File: src/rtl/muldiv_unit.sv
// Iterative RV32M multiply/divide unit: shift-add multiplier and restoring divider behind valid/ready.
// Define MULDIV_DIV_EN to build the divider; without it, divide requests complete as illegal.
module muldiv_unit #(
    parameter int unsigned XLEN  = 32,
    parameter int unsigned CNT_W = $clog2(XLEN + 1)
) (
    input  logic            clk_i,
    input  logic            rst_i,
    input  logic            valid_i,
    output logic            ready_o,
    input  logic [9:0]      Funct_i,
    input  logic [XLEN-1:0] rs1_i,
    input  logic [XLEN-1:0] rs2_i,
    input  logic            kill_i,
    output logic            valid_o,
    output logic [XLEN-1:0] result_o,
    output logic            illegal_o
);

    localparam int unsigned      ACC_W    = 2 * XLEN;
    localparam logic [6:0]       FUNCT7_M = 7'b0000001;
    localparam logic [CNT_W-1:0] CNT_LAST = CNT_W'(XLEN - 1);
`ifdef MULDIV_DIV_EN
    localparam logic [XLEN-1:0]  MIN_NEG  = {1'b1, {(XLEN-1){1'b0}}};
`endif

    typedef enum logic [1:0] {
        S_IDLE = 2'd0,
        S_MUL  = 2'd1,
`ifdef MULDIV_DIV_EN
        S_DIV  = 2'd2,
`endif
        S_DONE = 2'd3
    } state_t;

    state_t            state_q, state_d;
    logic [CNT_W-1:0]  cnt_q, cnt_d;
    logic [ACC_W-1:0]  acc_q, acc_d;
    logic [XLEN-1:0]   opb_q, opb_d;
    logic [1:0]        f3_q, f3_d;
    logic              neg_q, neg_d;
    logic              valid_q, valid_d;
    logic [XLEN-1:0]   result_q, result_d;
    logic              illegal_q, illegal_d;

    logic [6:0]        funct7;
    logic [2:0]        funct3;
    logic              accept;
    logic              sign_a, sign_b;
    logic              a_neg, b_neg;
    logic [XLEN-1:0]   a_mag, b_mag;
    logic              acc_neg;

    logic [XLEN:0]     mul_sum;
    logic [ACC_W-1:0]  mul_nxt;
    logic [ACC_W-1:0]  mul_prod;
    logic [XLEN-1:0]   mul_res;

    assign funct7  = Funct_i[9:3];
    assign funct3  = Funct_i[2:0];
    assign ready_o = (state_q == S_IDLE) || (state_q == S_DONE);
    assign accept  = valid_i && ready_o && !kill_i;

    // Operand signedness: mulh/mulhsu sign rs1, mulh signs rs2; div/rem sign both.
    assign sign_a  = funct3[2] ? !funct3[0] : (funct3[1:0] == 2'b01) || (funct3[1:0] == 2'b10);
    assign sign_b  = funct3[2] ? !funct3[0] : (funct3[1:0] == 2'b01);
    assign a_neg   = sign_a && rs1_i[XLEN-1];
    assign b_neg   = sign_b && rs2_i[XLEN-1];
    assign a_mag   = a_neg ? -rs1_i : rs1_i;
    assign b_mag   = b_neg ? -rs2_i : rs2_i;
    // Remainder follows the dividend; everything else follows the product/quotient sign.
    assign acc_neg = (funct3[2] && funct3[1]) ? a_neg : (a_neg ^ b_neg);

    // Shift-add step: multiplier sits in the low half and shifts out as the product shifts in.
    assign mul_sum  = {1'b0, acc_q[ACC_W-1:XLEN]} + (acc_q[0] ? {1'b0, opb_q} : {(XLEN+1){1'b0}});
    assign mul_nxt  = {mul_sum, acc_q[XLEN-1:1]};
    assign mul_prod = neg_q ? -mul_nxt : mul_nxt;
    assign mul_res  = (f3_q == 2'b00) ? mul_prod[XLEN-1:0] : mul_prod[ACC_W-1:XLEN];

`ifdef MULDIV_DIV_EN
    logic              div_by_zero, div_ovf;
    logic [XLEN:0]     div_rs, div_diff;
    logic              div_ge;
    logic [ACC_W-1:0]  div_nxt;
    logic [XLEN-1:0]   div_sel, div_res;

    assign div_by_zero = (rs2_i == '0);
    assign div_ovf     = !funct3[0] && (rs1_i == MIN_NEG) && (rs2_i == '1);

    // Restoring step: partial remainder in the high half, dividend/quotient in the low half.
    assign div_rs   = acc_q[ACC_W-1:XLEN-1];
    assign div_diff = div_rs - {1'b0, opb_q};
    assign div_ge   = !div_diff[XLEN];
    assign div_nxt  = {(div_ge ? div_diff[XLEN-1:0] : div_rs[XLEN-1:0]), acc_q[XLEN-2:0], div_ge};
    assign div_sel  = f3_q[1] ? div_nxt[ACC_W-1:XLEN] : div_nxt[XLEN-1:0];
    assign div_res  = neg_q ? -div_sel : div_sel;
`endif

    // Next-state and datapath update.
    always_comb begin
        state_d   = state_q;
        cnt_d     = cnt_q;
        acc_d     = acc_q;
        opb_d     = opb_q;
        f3_d      = f3_q;
        neg_d     = neg_q;
        valid_d   = 1'b0;
        result_d  = result_q;
        illegal_d = illegal_q;

        case (state_q)
            S_IDLE, S_DONE: begin
                state_d = S_IDLE;
                if (accept) begin
                    cnt_d = '0;
                    f3_d  = funct3[1:0];
                    neg_d = acc_neg;
                    if (funct7 != FUNCT7_M) begin
                        state_d   = S_DONE;
                        valid_d   = 1'b1;
                        result_d  = '0;
                        illegal_d = 1'b1;
                    end else if (!funct3[2]) begin
                        state_d = S_MUL;
                        acc_d   = {{XLEN{1'b0}}, b_mag};
                        opb_d   = a_mag;
                    end else begin
`ifdef MULDIV_DIV_EN
                        if (div_by_zero) begin
                            state_d   = S_DONE;
                            valid_d   = 1'b1;
                            result_d  = funct3[1] ? rs1_i : '1;
                            illegal_d = 1'b0;
                        end else if (div_ovf) begin
                            state_d   = S_DONE;
                            valid_d   = 1'b1;
                            result_d  = funct3[1] ? '0 : MIN_NEG;
                            illegal_d = 1'b0;
                        end else begin
                            state_d = S_DIV;
                            acc_d   = {{XLEN{1'b0}}, a_mag};
                            opb_d   = b_mag;
                        end
`else
                        state_d   = S_DONE;
                        valid_d   = 1'b1;
                        result_d  = '0;
                        illegal_d = 1'b1;
`endif
                    end
                end
            end
            S_MUL: begin
                acc_d = mul_nxt;
                cnt_d = cnt_q + CNT_W'(1);
                if (cnt_q == CNT_LAST) begin
                    state_d   = S_DONE;
                    valid_d   = 1'b1;
                    result_d  = mul_res;
                    illegal_d = 1'b0;
                end
            end
`ifdef MULDIV_DIV_EN
            S_DIV: begin
                acc_d = div_nxt;
                cnt_d = cnt_q + CNT_W'(1);
                if (cnt_q == CNT_LAST) begin
                    state_d   = S_DONE;
                    valid_d   = 1'b1;
                    result_d  = div_res;
                    illegal_d = 1'b0;
                end
            end
`endif
            default: state_d = S_IDLE;
        endcase

        // A flush drops the in-flight operation without publishing anything.
        if (kill_i) begin
            state_d   = S_IDLE;
            valid_d   = 1'b0;
            result_d  = result_q;
            illegal_d = illegal_q;
        end
    end

    always_ff @(posedge clk_i) begin
        if (rst_i) begin
            state_q   <= S_IDLE;
            cnt_q     <= '0;
            acc_q     <= '0;
            opb_q     <= '0;
            f3_q      <= '0;
            neg_q     <= 1'b0;
            valid_q   <= 1'b0;
            result_q  <= '0;
            illegal_q <= 1'b0;
        end else begin
            state_q   <= state_d;
            cnt_q     <= cnt_d;
            acc_q     <= acc_d;
            opb_q     <= opb_d;
            f3_q      <= f3_d;
            neg_q     <= neg_d;
            valid_q   <= valid_d;
            result_q  <= result_d;
            illegal_q <= illegal_d;
        end
    end

    assign valid_o   = valid_q;
    assign result_o  = result_q;
    assign illegal_o = illegal_q;

endmodule

File: config.mk
export PLATFORM = sky130hd
export DESIGN_NAME = muldiv_unit
export DESIGN_NICKNAME = d
export VERILOG_FILES = /design/src/rtl/muldiv_unit.sv
export SDC_FILE = /design/constraint.sdc
export NUM_CORES = 1
export LEC_CHECK = 0
export CAP_MARGIN = 20
export CORE_UTILIZATION = 60
export DETAILED_ROUTE_END_ITERATION = 7
export MAX_ROUTING_LAYER = met4
export PLACE_DENSITY = 0.81
export SLEW_MARGIN = 10
export SYNTH_ARGS = -nofsm -noshare
export SYNTH_HDL_FRONTEND = slang
export SYNTH_SLANG_ARGS = --single-unit
File: constraint.sdc
create_clock -name clk_i -period 10.65 [get_ports clk_i]
set_input_delay 2.13 -clock clk_i [delete_from_list [all_inputs] [get_ports clk_i]]
set_output_delay 2.13 -clock clk_i [all_outputs]
set_load 0.005 [all_outputs]
Figure 1. Metal 2.
The bar under the picture is 50 um long.
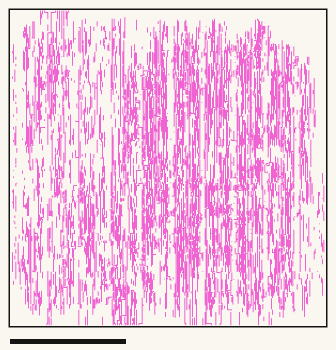
- wire length on this layer: 14500 um
- main direction: vertical
- longest straight run: 56.1 um
- nets with wire on the layer: 1338
- share of all routed wire: 44%

Figure 2. Clock wiring as the flow saved it.
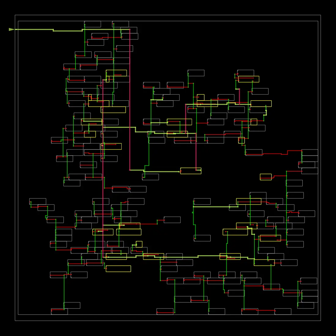
Worst Skew: 0.00507 ns
# clock sinks: 141

==> flow_summary.ini <==
; generated from flow reports
[cells_and_area]
inv_count = 20
fin_util = 0.723
fillCellCount = 1498
clock_cell_area_share = 0.0533
final_cells = 1765
drive_gt1_frac = 0.0487
finish.instance_area_sq_mm = 0.0126
diodes = 1
logic_gates = 1226
sh_seq_area = 0.224

[power_and_ir_drop]
p_int_mw = 1.05
p_leak_nw = 4.76
pwr-share-seq = 0.388
powerDensity_mw_per_mm2 = 109
seq-power_mw = 0.532
pg_comb_mw = 0.156

[worst_setup_path]
crit_required_ns = 11.01
slowest_stage = a221oi_1
cp-endpoint = result_o[22]
r2r-end = result_o[27]
r2r-start = acc_q[0]
end_kind = register
critical_path_depth = 9

[synth]
area_leaders = dfxtp_1 26%, nand2_1 6.7%, a21oi_1 6.4%, nor2_1 5.8%, xnor2_1 5.3%
compound_area_frac = 0.280
yosys-stat-cells = 1473
xor_share = 0.102
yosysWarningCount = 0
ys_area_sq_mm = 0.0108
yosys.area.top_type_share = 0.262
synth_flops = 141
syn-instance-count = 1473
syn_area_per_cell_sq_um = 7.31
top_logic_kind = AND-OR/OR-AND gates
synth_cell_types = 82
top_area_cell = dfxtp_1
common_cells = 192 x nand2_1, 167 x nor2_1, 141 x dfxtp_1

[floorplanning]
io-pin-count = 113
die_y_um = 136
rows = 48

[sta]
tightest_slew_ns = 1.13
whs_ns = 0.447
fmax_ghz = 0.197
final.setup.tns_ns = 0
period_used_share = 0.478
report.final.slew_viol_count = 0
maxSlewHeadroom = 0.226

[grt]
met1_usage = 0.482
met2_usage = 0.533
grt_use_met3 = 0.0738
busiest_layer = met2
grt_pass1_wl_um = 50600

[cts]
clk_pin_slew_ns = 0.06
clkLatencyLatePin_ns = 0.42
cts_root_buf = clkbuf_16
cts_setup_buffers = 0
htreeDepth = 4

[hold_path]
hold_depth = 2
hp-class = reg -> reg

[drt]
drtAntennaViolNets = 0
drtIter0Drc = 1291

[placed_design]
place_ws_ns = 5.38
port_buffers = 112
dp.cells = 1732

[status]
status = completed

[flow_run]
warning_count = 29
Figure 3. Wiring by layer.
The bar under the picture is 50 um long. Only two layers are drawn.
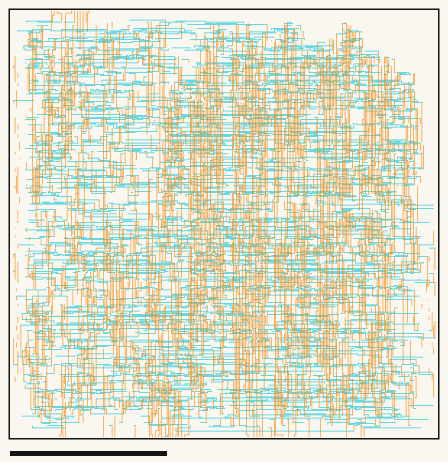
- cyan: met1 (wire length 14300 um)
- orange: met2 (wire length 14500 um)
vias post-DR: 11300
Post-Route WL: 32700 um
WL/cell: 18.6 um
Tot GR Track Use: 0.362

Figure 4. PDN straps and rails.
The bar under the picture is 50 um long. Pins as bars on the die edge.
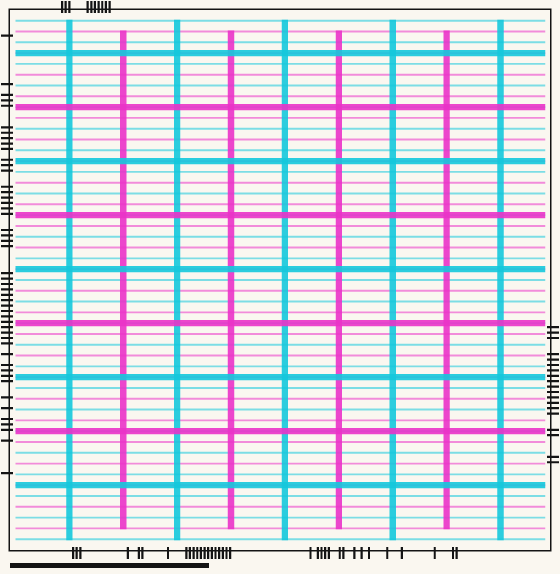
- magenta: VDD
- cyan: VSS
- met5 straps: 9
- rows: 48
- met4 straps: 9

Power and IR drop assume default switching activity.
